--- src/rtl/rvc_asap_5pl_vga_capture.sv ---
// VGA loopback frame grabber: decodes sync timing, thresholds pixels to 1 bit, writes VGA-memory words.
// Latency: write registered 2 CLK_25 edges after the 8th pixel of a group is on the inputs; frame_done 2 edges after v_sync fall.
// Backpressure: none; the write port must accept one write every 8 cycles.
// Optional: define RVC_VGA_CAP_PIXCNT_EN to count lit pixels per captured frame into frame_pixels.
module rvc_asap_5pl_vga_capture #(
    parameter int H_ACTIVE = 640,
    parameter int H_FRONT  = 16,
    parameter int H_SYNC   = 96,
    parameter int H_BACK   = 48,
    parameter int V_ACTIVE = 480,
    parameter int V_FRONT  = 10,
    parameter int V_SYNC   = 2,
    parameter int V_BACK   = 33
) (
    input  logic        CLK_25,
    input  logic        Reset,
    input  logic        cap_en,
    input  logic [3:0]  RED,
    input  logic [3:0]  GREEN,
    input  logic [3:0]  BLUE,
    input  logic        h_sync,
    input  logic        v_sync,
    output logic [31:0] address,
    output logic [31:0] data,
    output logic [3:0]  byteena,
    output logic        wren,
    output logic        frame_done,
    output logic        sync_err,
    output logic [15:0] frame_cnt,
    output logic [18:0] frame_pixels
);
    localparam int H_TOTAL = H_SYNC + H_BACK + H_ACTIVE + H_FRONT;
    localparam int V_TOTAL = V_SYNC + V_BACK + V_ACTIVE + V_FRONT;
    localparam logic [9:0]  H_LAST = 10'(H_TOTAL - 1);
    localparam logic [9:0]  V_LAST = 10'(V_TOTAL - 1);
    localparam logic [9:0]  H_VIS0 = 10'(H_SYNC + H_BACK);
    localparam logic [9:0]  H_VIS1 = 10'(H_SYNC + H_BACK + H_ACTIVE - 1);
    localparam logic [9:0]  V_VIS0 = 10'(V_SYNC + V_BACK);
    localparam logic [9:0]  V_VIS1 = 10'(V_SYNC + V_BACK + V_ACTIVE - 1);
    // Words per line: 8 one-bit pixels per byte lane word.
    localparam logic [31:0] WORDS_PER_LINE = 32'(H_ACTIVE / 8);

    typedef enum logic {SEEK, CAPTURE} state_t;

    state_t      state;
    state_t      state_nxt;
    logic        hs_q;
    logic        vs_q;
    logic        pix_q;
    logic [9:0]  hcnt;
    logic [9:0]  vcnt;
    logic [7:0]  shreg;
    logic        done_q;
    logic        h_fall;
    logic        v_fall;
    logic        err_set;
    logic        done_set;
    logic        vis;
    logic [9:0]  x;
    logic [9:0]  y;
    logic [31:0] word;

    // Edges are seen between the registered sync and the live input, so hcnt/vcnt line up with pix_q.
    assign h_fall = hs_q & ~h_sync;
    assign v_fall = vs_q & ~v_sync;

    // Next-state: arm at frame start, close the frame or abort on a bad line/frame period.
    always_comb begin
        state_nxt = state;
        err_set   = 1'b0;
        done_set  = 1'b0;
        case (state)
            SEEK: begin
                if (v_fall && cap_en) begin
                    state_nxt = CAPTURE;
                end
            end
            CAPTURE: begin
                if (v_fall) begin
                    // v check wins when both syncs fall together
                    if (vcnt != V_LAST) begin
                        err_set   = 1'b1;
                        state_nxt = SEEK;
                    end else begin
                        done_set  = 1'b1;
                        state_nxt = cap_en ? CAPTURE : SEEK;
                    end
                end else if (h_fall && hcnt != H_LAST) begin
                    err_set   = 1'b1;
                    state_nxt = SEEK;
                end
            end
        endcase
    end

    // Pixel position decode for the registered sample.
    always_comb begin
        x    = hcnt - H_VIS0;
        y    = vcnt - V_VIS0;
        vis  = (state == CAPTURE) && (hcnt >= H_VIS0) && (hcnt <= H_VIS1) &&
               (vcnt >= V_VIS0) && (vcnt <= V_VIS1);
        word = 32'(y[9:2]) * WORDS_PER_LINE + 32'(x[9:3]);
    end

    // Input register stage, sync counters and FSM state.
    always_ff @(posedge CLK_25) begin
        if (Reset) begin
            hs_q  <= 1'b0;
            vs_q  <= 1'b0;
            pix_q <= 1'b0;
            hcnt  <= '0;
            vcnt  <= '0;
            state <= SEEK;
        end else begin
            hs_q  <= h_sync;
            vs_q  <= v_sync;
            pix_q <= |{RED, GREEN, BLUE};
            hcnt  <= h_fall ? 10'd0 : hcnt + 10'd1;
            if (v_fall) begin
                vcnt <= '0;
            end else if (h_fall) begin
                vcnt <= vcnt + 10'd1;
            end
            state <= state_nxt;
        end
    end

    // Collect 8 pixels and emit one byte-lane write on the last pixel of each group.
    always_ff @(posedge CLK_25) begin
        if (Reset) begin
            shreg   <= '0;
            address <= '0;
            data    <= '0;
            byteena <= '0;
            wren    <= 1'b0;
        end else begin
            wren <= 1'b0;
            if (vis) begin
                shreg[x[2:0]] <= pix_q;
                if (x[2:0] == 3'd7) begin
                    wren    <= 1'b1;
                    address <= word << 2;
                    data    <= {4{pix_q, shreg[6:0]}};
                    byteena <= 4'b0001 << y[1:0];
                end
            end
        end
    end

    // Frame-level status: done pulse one edge after the FSM closes a frame, sticky error.
    always_ff @(posedge CLK_25) begin
        if (Reset) begin
            done_q     <= 1'b0;
            frame_done <= 1'b0;
            frame_cnt  <= '0;
            sync_err   <= 1'b0;
        end else begin
            done_q     <= done_set;
            frame_done <= done_q;
            if (done_q) begin
                frame_cnt <= frame_cnt + 16'd1;
            end
            if (err_set) begin
                sync_err <= 1'b1;
            end
        end
    end

`ifdef RVC_VGA_CAP_PIXCNT_EN
    logic [18:0] pixcnt;
    logic [18:0] pix_lat;

    // Lit-pixel counter: snapshot and clear at every frame start, publish with frame_done.
    always_ff @(posedge CLK_25) begin
        if (Reset) begin
            pixcnt       <= '0;
            pix_lat      <= '0;
            frame_pixels <= '0;
        end else begin
            if (v_fall) begin
                pix_lat <= pixcnt + 19'(vis & pix_q);
                pixcnt  <= '0;
            end else if (vis && pix_q) begin
                pixcnt <= pixcnt + 19'd1;
            end
            if (done_q) begin
                frame_pixels <= pix_lat;
            end
        end
    end
`else
    assign frame_pixels = '0;
`endif

endmodule
--- config.mk ---
export PLATFORM = sky130hd
export DESIGN_NAME = rvc_asap_5pl_vga_capture
export DESIGN_NICKNAME = d
export VERILOG_FILES = /design/src/rtl/rvc_asap_5pl_vga_capture.sv
export SDC_FILE = /design/constraint.sdc
export NUM_CORES = 1
export LEC_CHECK = 0
export CAP_MARGIN = 20
export CELL_PAD_IN_SITES_DETAIL_PLACEMENT = 0
export CELL_PAD_IN_SITES_GLOBAL_PLACEMENT = 1
export CORE_ASPECT_RATIO = 2
export CORE_MARGIN = 4
export CORE_UTILIZATION = 33
export CTS_CLUSTER_SIZE = 25
export DETAILED_ROUTE_END_ITERATION = 16
export HOLD_SLACK_MARGIN = 0.02
export PLACE_DENSITY_LB_ADDON = 0.1
export SLEW_MARGIN = 20
export SYNTH_ARGS = -nofsm -noshare
export SYNTH_HDL_FRONTEND = slang
export SYNTH_SLANG_ARGS = --single-unit
--- constraint.sdc ---
create_clock -name CLK_25 -period 4.01 [get_ports CLK_25]
set_clock_uncertainty 0.15 [all_clocks]
set_input_delay 0.401 -clock CLK_25 [delete_from_list [all_inputs] [get_ports CLK_25]]
set_output_delay 0.401 -clock CLK_25 [all_outputs]
set_load 0.01 [all_outputs]
### Track usage over the die, run 1

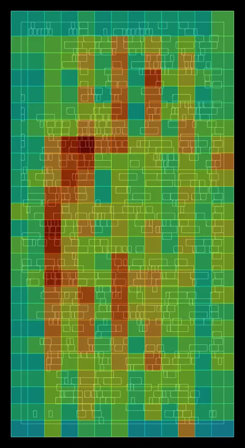
met1 usage in global routing: 13.21%
GR Layer Usage met3: 2.958%
GR peak layer: met2
Total Routing Usage GR: 13.77%

### Sequential cells coloured by netlist name, run 1

Bar = 20 um.
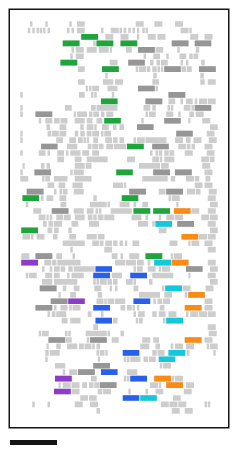
Key: byteena = purple [sequential cells 4, where lower left]; hcnt = blue [sequential cells 10, where bottom centre]; address = green [sequential cells 16]; shreg = cyan [sequential cells 7]; data = orange [sequential cells 8]
fraction of the core area covered by cells at the end of the flow: 40.97%
Sequential cell area: 0.001582 mm2
Seq area share: 27.79%
reported sequential group power: 797 uW

==> Table 3: Implementation characteristics, run 1 <==
Physical implementation characteristics

Parameter                              Value

Logic synthesis
  Main logic family after synthesis    simple AND/OR/NAND/NOR gates
  Leading cell types by total area after synthesis    sky130_fd_sc_hd__dfxtp_1 (34%), sky130_fd_sc_hd__buf_4 (9.5%), sky130_fd_sc_hd__nor2_1 (6.9%)
  Portion of synthesized cell area occupied by the leading cell type    between 30% and 40%
  Combined area of all synthesized cells    between 0.004 and 0.005 mm2
  Fraction of registers with async set or reset after synthesis    0%
  Synth flops    79
  Post-synthesis cell type count    between 50 and 60
  Post-Synthesis Mean Instance Area    8.981 um2
  Xor and xnor area share after synthesis    between 10% and 20%
  Yosys Chip Area    0.004652 mm2
  Cell type with the largest total area after synthesis    sky130_fd_sc_hd__dfxtp_1

Route
  Vias per inst    roughly 4.5
  Post-route met1 wirelength    3903 um
  Met2 WL post-DR    a little over 6000 um
  Routed met3 length    ~530 um
  Uppermost layer routed    met4
  1st-iter DRT viols    around 90

CTS
  Post CTS Setup Buffer Count    0
  Largest buffer count on any clock path    2
  Root buffer cell    sky130_fd_sc_hd__clkbuf_16
  Clk sinks    about 80
  CTS-repair resized insts    0
  Cts-stage hold buffer count    0
  Clock latency at the later pin of the worst-skew pair    ~0.33 ns
  CTS tree    done
  Number of buffers created by CTS    9

Flow run
  Number of OpenROAD warnings    34

Hold path
  Min-Delay Startpoint    address[15]
  End point of the most critical hold path    address[15]

Power and ir drop
  Power dissipated in the clock network    803 uW
  Share of power burned in registers    47.7%
  PD cells    roughly 290 mW/mm2
  Max rail drop VDD    approximately 0.19 mV
  Sw Ratio    a little under a quarter
  Relative contribution of combinational cells to total power    4.3%
  P_int    between 1 and 1.5 mW
  Leakage power summed over all cells    between 2 and 2.5 nW

Final timing
  Maximum clock frequency    between 0.2 and 0.3 GHz
  Worst hold slack    around 0.32 ns
  Number of endpoints failing setup at the final stage    0
  Post-route setup TNS    0 ns
  Final Hold Viols    0
  Max-slew violation count    0
  Final critical path time including I/O delays and setup    ~3.7 ns
  Setup repair after global routing missed its margin    no
  Final period utilization    about nine tenths

Finish
  Layout Nets    621
  Layout area overhead    22.35%
  Non-Filler Instances    approximately 770
  Comb gate area    between 0.002 and 0.003 mm2
  Top library cells by usage in the layout, fill and taps aside    sky130_fd_sc_hd__nor2_1 (86), sky130_fd_sc_hd__clkdlybuf4s50_1 (86), sky130_fd_sc_hd__dfxtp_1 (79)
  Top flop regs    address x16, frame_cnt x16

Die
  Number of placement rows    just over 60
  Initial standard-cell utilization of the core    around 33%
  Die width    roughly 92 um
  Ports    123
  Overall die height    around 180 um

Worst setup path
  Total stage count of the critical path    11
  Cell family with the largest share of critical-path delay    AND-OR/OR-AND gates
  Endpoint kind of the worst setup timing path    flop
  Crit path max fanout    3
  Startpoint type of the worst setup path    flop
  Arr. time, crit path    around 3.8 ns
  Delay of the slowest cell on the worst path    about 0.5 ns
  Buf+Inv Stages, Crit Path    0
  Worst EP required    4.10 ns
  Critical path class    flop to flop
  Slack of the worst reg-to-reg path    about 0.33 ns
  Reg-to-reg critical path startpoint    vcnt[0]

Placed design
  PortBufs    between 80 and 90
  Half-perimeter wire length of the detailed placement result    roughly 8500 um
  Dpl cells    roughly 760

Global route
  First-pass GRT wire length    about 18000 um
  Global-route congestion overflow total    0
  Pin count of the biggest net entering global routing    34
  Fraction of met2 tracks used by global routing    27.05%

Outcome
  Outcome    finished, final reports clean
### Routed metal, one colour a layer, run 1

Only two layers are drawn.
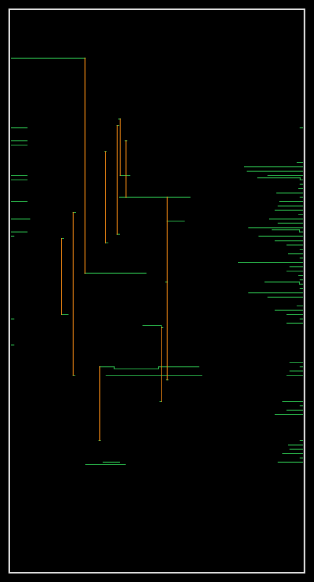
Key: metal 4 = orange [wire length 343 um]; metal 3 = green [wire length 532 um]
overall via count from detail_route: 3495
routed length per instance: 14.24 um
routed wire length: 10970 um

==> run 1: cell type report <==
type / count / share of cell area (%)
Clock buffer: 9 / 3.957
Timing Repair Buffer: 100 / 16.93
Tap cell: 189 / 4.155
Multi-Input combinational cell: 373 / 45.15
Clock inverter: 6 / 1.099
Inverter: 14 / 0.9233
Sequential cell: 79 / 27.79
==> run 1: synthesized netlist by cell type, types with 4 or more instances <==
cell / number
sky130_fd_sc_hd__a211oi_2: 8
sky130_fd_sc_hd__a21oi_1: 12
sky130_fd_sc_hd__and3_1: 9
sky130_fd_sc_hd__buf_2: 7
sky130_fd_sc_hd__buf_4: 59
sky130_fd_sc_hd__clkbuf_1: 16
sky130_fd_sc_hd__dfxtp_1: 79
sky130_fd_sc_hd__ha_1: 25
sky130_fd_sc_hd__inv_1: 13
sky130_fd_sc_hd__mux2i_1: 26
sky130_fd_sc_hd__nand2_1: 17
sky130_fd_sc_hd__nand3_1: 11
sky130_fd_sc_hd__nand4_1: 12
sky130_fd_sc_hd__nand4b_1: 5
sky130_fd_sc_hd__nor2_1: 86
sky130_fd_sc_hd__nor2b_1: 9
sky130_fd_sc_hd__nor3_1: 4
sky130_fd_sc_hd__nor4_1: 6
sky130_fd_sc_hd__o21ai_0: 7
sky130_fd_sc_hd__or3_1: 8
sky130_fd_sc_hd__xnor2_1: 21
sky130_fd_sc_hd__xor2_1: 34
==> run 1: logic make-up (layout without fill, tap and decap cells) <==
logic type / count (synthesis) / in the layout
and+or+nand+nor: 182 / 182
buffers and inverters: 100 / 129
DFF: 79 / 79
xor gates and xnor gates: 55 / 55
AOI/OAI and AO/OA: 48 / 48
adders and majority gates: 27 / 27
muxes: 26 / 26
other: 1 / 35
### Signal wires on met4, run 1

Bar = 20 um.
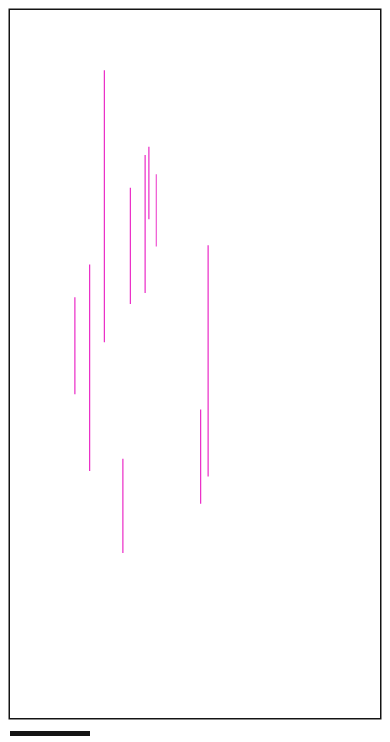

## Run 2: what changed since run 1
--- a/config.mk
+++ b/config.mk
@@ -13,6 +13,7 @@
 export CORE_UTILIZATION = 33
 export CTS_CLUSTER_SIZE = 25
 export DETAILED_ROUTE_END_ITERATION = 16
+export GPL_TIMING_DRIVEN = 0
 export HOLD_SLACK_MARGIN = 0.02
 export PLACE_DENSITY_LB_ADDON = 0.1
 export SLEW_MARGIN = 20
==> constraint.sdc (replaced) <==
create_clock -name CLK_25 -period 3.2 [get_ports CLK_25]
set_clock_uncertainty 0.15 [all_clocks]
set_input_delay 0.32 -clock CLK_25 [delete_from_list [all_inputs] [get_ports CLK_25]]
set_output_delay 0.32 -clock CLK_25 [all_outputs]
set_load 0.01 [all_outputs]
### Signal wires on met4, run 2

Bar = 20 um.
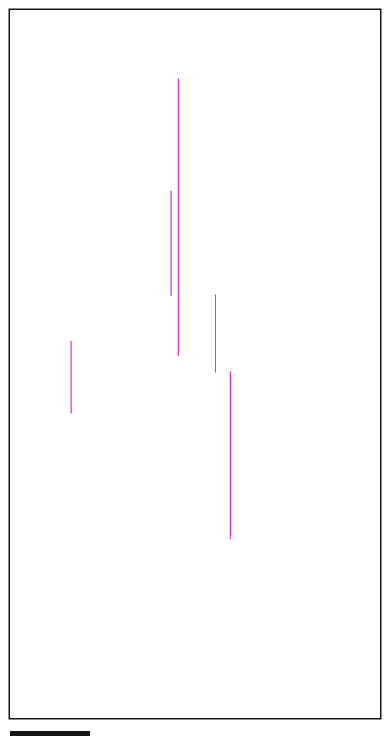
The layer holds 1.5% of the routed length. The wires run mostly vertical. 3 nets have wire on it. The longest straight run is 68.7 um. The layer carries 173 um of wire.
overall via count from detail_route: 3859
routed wire length: 11910 um

==> run 2 against run 1 <==
Effect of this change:
- the flow now finishes with violations (setup timing)
- count of clock-buffer cells in the layout increased by 1
- register-to-register slack worse by 0.50 ns
- sequential share of layout area is 3.7 points lower
- worst hold slack worse by 0.0071 ns
- design area grew 16%
==> Table 3: Implementation characteristics, run 2 <==
Physical implementation characteristics

Parameter                              Value

Outcome
  Outcome    complete, but fails checks
  Violations in the final reports    setup timing

Finish
  Sequential cells    79 (unchanged)
  Top library cells by usage in the layout, fill and taps aside    sky130_fd_sc_hd__clkdlybuf4s50_1 (86), sky130_fd_sc_hd__nor2_1 (83), sky130_fd_sc_hd__buf_4 (78)
  Comb gate area    0.002789 mm2 (+8.5%)
  Non-clock buffers, area share    25.00% (+8.1 points)
  Largest contributor to cell area by class    multi-input combinational cells
  Sequential cell area    0.001593 mm2 (+0.71%)
  Fraction of area in clock buffers and inverters    4.478% (-0.58 points)
  Nonclk buf count    194 (+94%)
  Inverter count of the layout excluding clock inverters    14 (unchanged)
  Top flop regs    address x16, frame_cnt x16
  Number of multi-input logic gates    373 (unchanged)

Power and ir drop
  Leakage power summed over all cells    2.762 nW (+21%)
  Power dissipated in the clock network    1.04 mW (+30%)
  Share of power burned in registers    45.8% (-1.9 points)
  PD cells    327.6 mW/mm2 (+12%)
  Max rail drop VDD    0.2467 mV (+29%)
  Sw Ratio    23.50% (+0.78 points)

CTS
  Largest buffer count on any clock path    2 (unchanged)
  Clk sinks    79 (unchanged)
  Cts-stage hold buffer count    0 (unchanged)

Logic synthesis
  Most repeated cell in the gate-level netlist after synthesis    sky130_fd_sc_hd__nor2_1
  List of most frequent post-synthesis cells    sky130_fd_sc_hd__nor2_1 (86), sky130_fd_sc_hd__dfxtp_1 (79), sky130_fd_sc_hd__buf_4 (59), sky130_fd_sc_hd__xor2_1 (34), sky130_fd_sc_hd__mux2i_1 (26)
  Leading cell types by total area after synthesis    sky130_fd_sc_hd__dfxtp_1 (34%), sky130_fd_sc_hd__buf_4 (9.5%), sky130_fd_sc_hd__nor2_1 (6.9%)
  Post-Synthesis Mean Instance Area    8.981 um2 (unchanged)
  Yosys Chip Area    0.004652 mm2 (unchanged)

Hold path
  Min-Delay Startpoint    address[15]

Worst setup path
  Endpoint kind of the worst setup timing path    flop
  Startpoint type of the worst setup path    flop
  Arr. time, crit path    3.48 ns (-0.30 ns)
  Critical path class    flop to flop

Placed design
  Half-perimeter wire length of the detailed placement result    9268 um (+8.9%)
  PortBufs    86 (-1.1%)

Die
  Initial standard-cell utilization of the core    33.49% (unchanged)
  Overall die height    175.9 um (unchanged)

Route
  1st-iter DRT viols    79 (-13%)

Final timing
  Number of endpoints failing setup at the final stage    2 (+2)
  Final Hold Viols    0 (unchanged)
  Max-slew violation count    0 (unchanged)
  Setup repair after global routing missed its margin    yes
  Setup slack of the critical path after layout    -0.1775 ns

Global route
  First-pass GRT wire length    19470 um (+11%)
### Track usage over the die, run 2

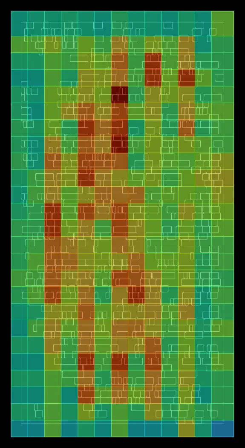
fraction of the core area covered by cells at the end of the flow: 47.68%
fraction of met2 tracks used by global routing: 29.95%
Total Routing Usage GR: 15.07%
met1 usage in global routing: 14.69%
routed length per instance: 13.77 um

-- run 2: cell counts after synthesis --
Identical to the previous run, type by type.
-- run 2: cells by family after synthesis --
| logic type | after synthesis | synth area share, % |
|---|---|---|
| muxes | 26 | 5.594 |
| xor gates and xnor gates | 55 | 10.36 |
| other | 1 | 0.08061 |
| and+or+nand+nor | 182 | 19.37 |
| buffers and inverters | 100 | 13.85 |
| AOI/OAI and AO/OA | 48 | 9.172 |
| adders and majority gates | 27 | 7.585 |
| DFF | 79 | 34.00 |
-- run 2: timing repair --
item	CTS	global route
pin swaps	13	23
buffers inserted	17	9
endpoints found under the setup margin	5	6
resized	12	34
-- run 2: worst max-delay path: stages (launching register included) --
cell and delay (ns):
sky130_fd_sc_hd__dfxtp_4 0.36, sky130_fd_sc_hd__ha_4 0.19, sky130_fd_sc_hd__o41ai_4 0.22, sky130_fd_sc_hd__buf_6 0.18, sky130_fd_sc_hd__xor2_4 0.18, sky130_fd_sc_hd__ha_4 0.23, sky130_fd_sc_hd__fa_2 0.44, sky130_fd_sc_hd__a211oi_4 0.25
sky130_fd_sc_hd__o21bai_1 0.08, sky130_fd_sc_hd__a21oi_1 0.18, sky130_fd_sc_hd__xor2_1 0.23, sky130_fd_sc_hd__or3b_1 0.38, sky130_fd_sc_hd__a311oi_2 0.20
-- run 2: per-layer routing --
metal	share of wire, %	up-vias	global-route usage, %
met5	0	-	0
li1	-	1947	-
met4	1.4	0	5.211
met2	58	93	29.95
met1	36	1805	14.69
met3	4.6	14	3.601
-- run 2: worst max path at each step --
stage,cells after the start,startpoint,endpoint
after floorplan,12,vcnt[0],address[15]
after global routing,13,vcnt[1],address[15]
final,12,vcnt[1],address[16]
after detailed placement,12,vcnt[0],address[16]
after CTS,12,vcnt[1],address[15]
after global placement,12,vcnt[0],address[16]
### Sequential cells coloured by netlist name, run 2

Bar = 20 um.
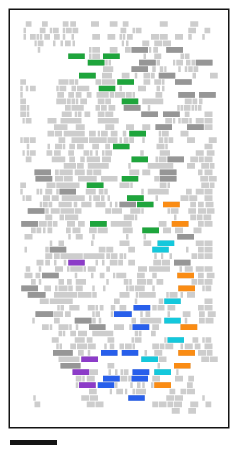

## Run 3: what changed since run 2
==> constraint.sdc (replaced) <==
create_clock -name CLK_25 -period 2.9 [get_ports CLK_25]
set_clock_uncertainty 0.15 [all_clocks]
set_input_delay 0.29 -clock CLK_25 [delete_from_list [all_inputs] [get_ports CLK_25]]
set_output_delay 0.29 -clock CLK_25 [all_outputs]
set_load 0.01 [all_outputs]
### Sequential cells coloured by netlist name, run 3

Bar = 20 um.
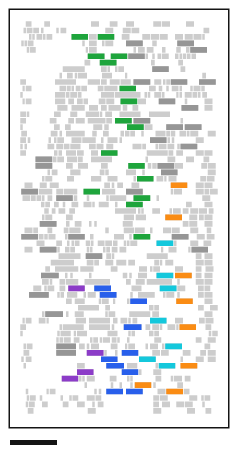
Key: data = orange [sequential cells 8]; hcnt = blue [sequential cells 10, where bottom centre]; address = green [sequential cells 16]; shreg = cyan [sequential cells 7]; byteena = purple [sequential cells 4]

==> run 3 against run 2 <==
Effect of this change:
- the flow still finishes with violations (setup timing)
- count of clock-buffer cells in the layout unchanged
- core utilization fell by 0.13 points
- critical path depth shrank 1
- clock power increased by 29%
- area after synthesis unchanged
- cell count fell by 0.46%
- routed wire length is 1.1% lower
- total power is 19% higher
==> Table 3: Implementation characteristics, run 3 <==
Physical implementation characteristics

Parameter                              Value

Finish
  Antenna diode count    0
  Fraction of the core area covered by cells at the end of the flow    47.55% (-0.13 points)
  Layout area overhead    41.98%
  Layout Nets    712
  Top flop regs    address x16, frame_cnt x16
  Top library cells by usage in the layout, fill and taps aside    sky130_fd_sc_hd__clkdlybuf4s50_1 (86), sky130_fd_sc_hd__nor2_1 (82), sky130_fd_sc_hd__buf_4 (80)

Global route
  GR peak layer    met2
  GR Layer Usage met3    3.129% (-0.47 points)
  Pin count of the biggest net entering global routing    14
  First-pass GRT wire length    18990 um (-2.5%)
  Total Routing Usage GR    14.82% (-0.24 points)
  Fraction of met2 tracks used by global routing    29.64% (-0.31 points)
  Antenna violations before repair    0
  Met1 usage in global routing    14.53% (-0.17 points)
  Global-route congestion overflow total    0

Flow run
  Number of OpenROAD warnings    37
  Tally of max-capacitance violations    0

Worst setup path
  Endpoint kind of the worst setup timing path    flop
  Startpoint type of the worst setup path    flop
  Most frequent cell on the critical path    sky130_fd_sc_hd__xor2_1
  Arr. time, crit path    3.60 ns (+0.12 ns)
  Critical path class    flop to flop
  Ordered list of cells on the worst path    ha_4, o41ai_4, xor2_1, ha_1, fa_2, a211oi_2, nor2_1, xor2_1, nand3_2, or3b_1, a311oi_2
  Delay of the slowest cell on the worst path    0.39 ns (-0.05 ns)
  CP max stage cell    sky130_fd_sc_hd__fa_2
  Worst EP required    between 2 and 3 ns
  Crit path max fanout    4

Final timing
  Final Hold Viols    0 (unchanged)
  Number of endpoints failing setup at the final stage    5 (+3)
  Worst hold slack    0.3224 ns
  Max-slew violation count    0 (unchanged)
  Setup repair after global routing missed its margin    yes
  Setup slack of the critical path after layout    -0.6107 ns (-0.4332 ns)

Power and ir drop
  Sw Ratio    20.59% (-2.9 points)
  Max rail drop VDD    0.2257 mV (-8.5%)
  Overall Power    2.578 mW
  Share of power burned in registers    42.5% (-3.3 points)
  PD cells    390.3 mW/mm2 (+19%)
  Leakage power summed over all cells    2.751 nW (-0.42%)

Logic synthesis
  Fraction of registers with async set or reset after synthesis    0%
  Yosys warning count    0
  Most repeated cell in the gate-level netlist after synthesis    sky130_fd_sc_hd__nor2_1
  Leading cell types by total area after synthesis    sky130_fd_sc_hd__dfxtp_1 (34%), sky130_fd_sc_hd__buf_4 (9.5%), sky130_fd_sc_hd__nor2_1 (6.9%)
  Yosys Chip Area    0.004652 mm2 (unchanged)
  List of most frequent post-synthesis cells    sky130_fd_sc_hd__nor2_1 (86), sky130_fd_sc_hd__dfxtp_1 (79), sky130_fd_sc_hd__buf_4 (59), sky130_fd_sc_hd__xor2_1 (34), sky130_fd_sc_hd__mux2i_1 (26)
  Cells after Synth    518
  Synth flops    slightly below 80
  Post-Synthesis Mean Instance Area    8.981 um2 (unchanged)

Route
  Met2 WL post-DR    6762 um (-2.6%)
  Post-route met1 wirelength    4246 um (-0.19%)
  Uppermost layer routed    met4
  Routed met3 length    531 um (-2.4%)
  Routed length per instance    13.68 um (-0.67%)
  1st-iter DRT viols    122 (+54%)

Placed design
  Half-perimeter wire length of the detailed placement result    9227 um (-0.44%)
  PortBufs    86 (unchanged)
  Post-place instance area    0.005954 mm2
  Dpl ws    -0.8216 ns

Die
  Placeable core region    0.01389 mm2
  Overall die height    175.9 um (unchanged)
  Ports    ~120
  Initial standard-cell utilization of the core    33.49% (unchanged)

Hold path
  Worst hold path type    flop to flop

Outcome
  Outcome    complete, but fails checks
  Violations in the final reports    setup timing

CTS
  Number of buffers created by CTS    9
  Largest buffer count on any clock path    2 (unchanged)
  Clock H-tree levels    3
  Clock-pin transition on the worst setup and hold timing paths    0.06 ns
  Clk sinks    79 (unchanged)
### Signal wires on met4, run 3

Bar = 20 um.
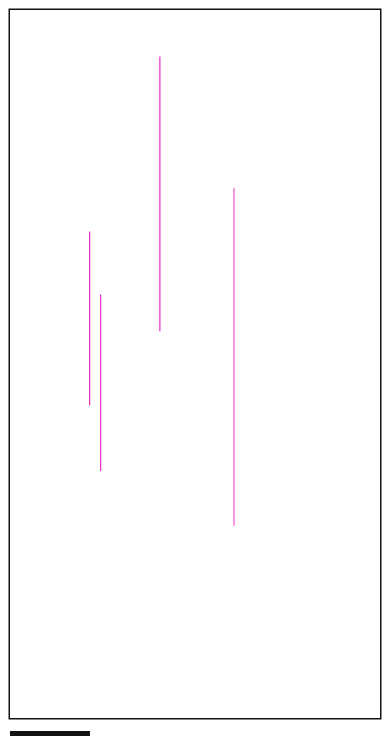
The longest straight run is 83.6 um. The layer holds 2.0% of the routed length. The layer carries 238 um of wire. The wires run mostly vertical.
overall via count from detail_route: 3829
routed wire length: 11780 um

## run 3: worst max-delay path: cells and delay by family (launching register included)
family,cells,cell delay (ns)
adder cells (fa/ha/maj),3,0.87
AND-OR/OR-AND,3,0.86
AND/OR/NAND/NOR,3,0.59
XOR/XNOR,2,0.57
flip-flops,1,0.36
## run 3: worst paths after layout
kind               start          end  slack [ns]  depth (start not counted)
max              vcnt[1]  address[16]       -0.61                         11
min          address[17]  address[17]        0.32                          1
max reg2reg      vcnt[1]  address[16]       -0.61                         11
min reg2reg  address[17]  address[17]        0.32                          1
## run 3: power by group through the flow
stage / Sequential [mW] / Clock (mW) / Combinational (mW)
after floorplan: 1.12 / 0 / 0.100
after global placement: 1.12 / 0 / 0.140
after detailed placement: 1.12 / 0 / 0.140
after CTS: 1.10 / 1.37 / 0.144
after global routing: 1.10 / 1.42 / 0.163
final: 1.10 / 1.34 / 0.145
## run 3: kinds of logic after synthesis
logic type	synth area share, %
adder cells (fa/ha/maj)	7.585
buffers and inverters	13.85
multiplexers	5.594
flip-flops	34.00
AND-OR/OR-AND	9.172
AND/OR/NAND/NOR	19.37
other	0.08061
XOR/XNOR	10.36
## run 3: repair_timing
| action | 4_1_cts | 5_1_grt |
|---|---|---|
| resized | 11 | 27 |
| hold buffers | 0 | 0 |
| endpoints found under the setup margin | 7 | 8 |
| cloned | 0 | 0 |
| pin swaps | 16 | 24 |
| setup buffers | 12 | 9 |
## run 3: final cells by class
| class | instances | area, um2 |
|---|---|---|
| Multi-Input combinational cell | 373 | 2755 |
| Tap cell | 189 | 236.5 |
| Clock buffer | 10 | 250.2 |
| Buffer | 84 | 586.8 |
| Timing Repair Buffer | 107 | 1022 |
| Sequential cell | 79 | 1598 |
| Inverter | 14 | 52.55 |
| Clock inverter | 5 | 103.9 |
| Fill cell | 1403 | 7286 |
No activity file was given, so power comes from the tool's default toggle rates.
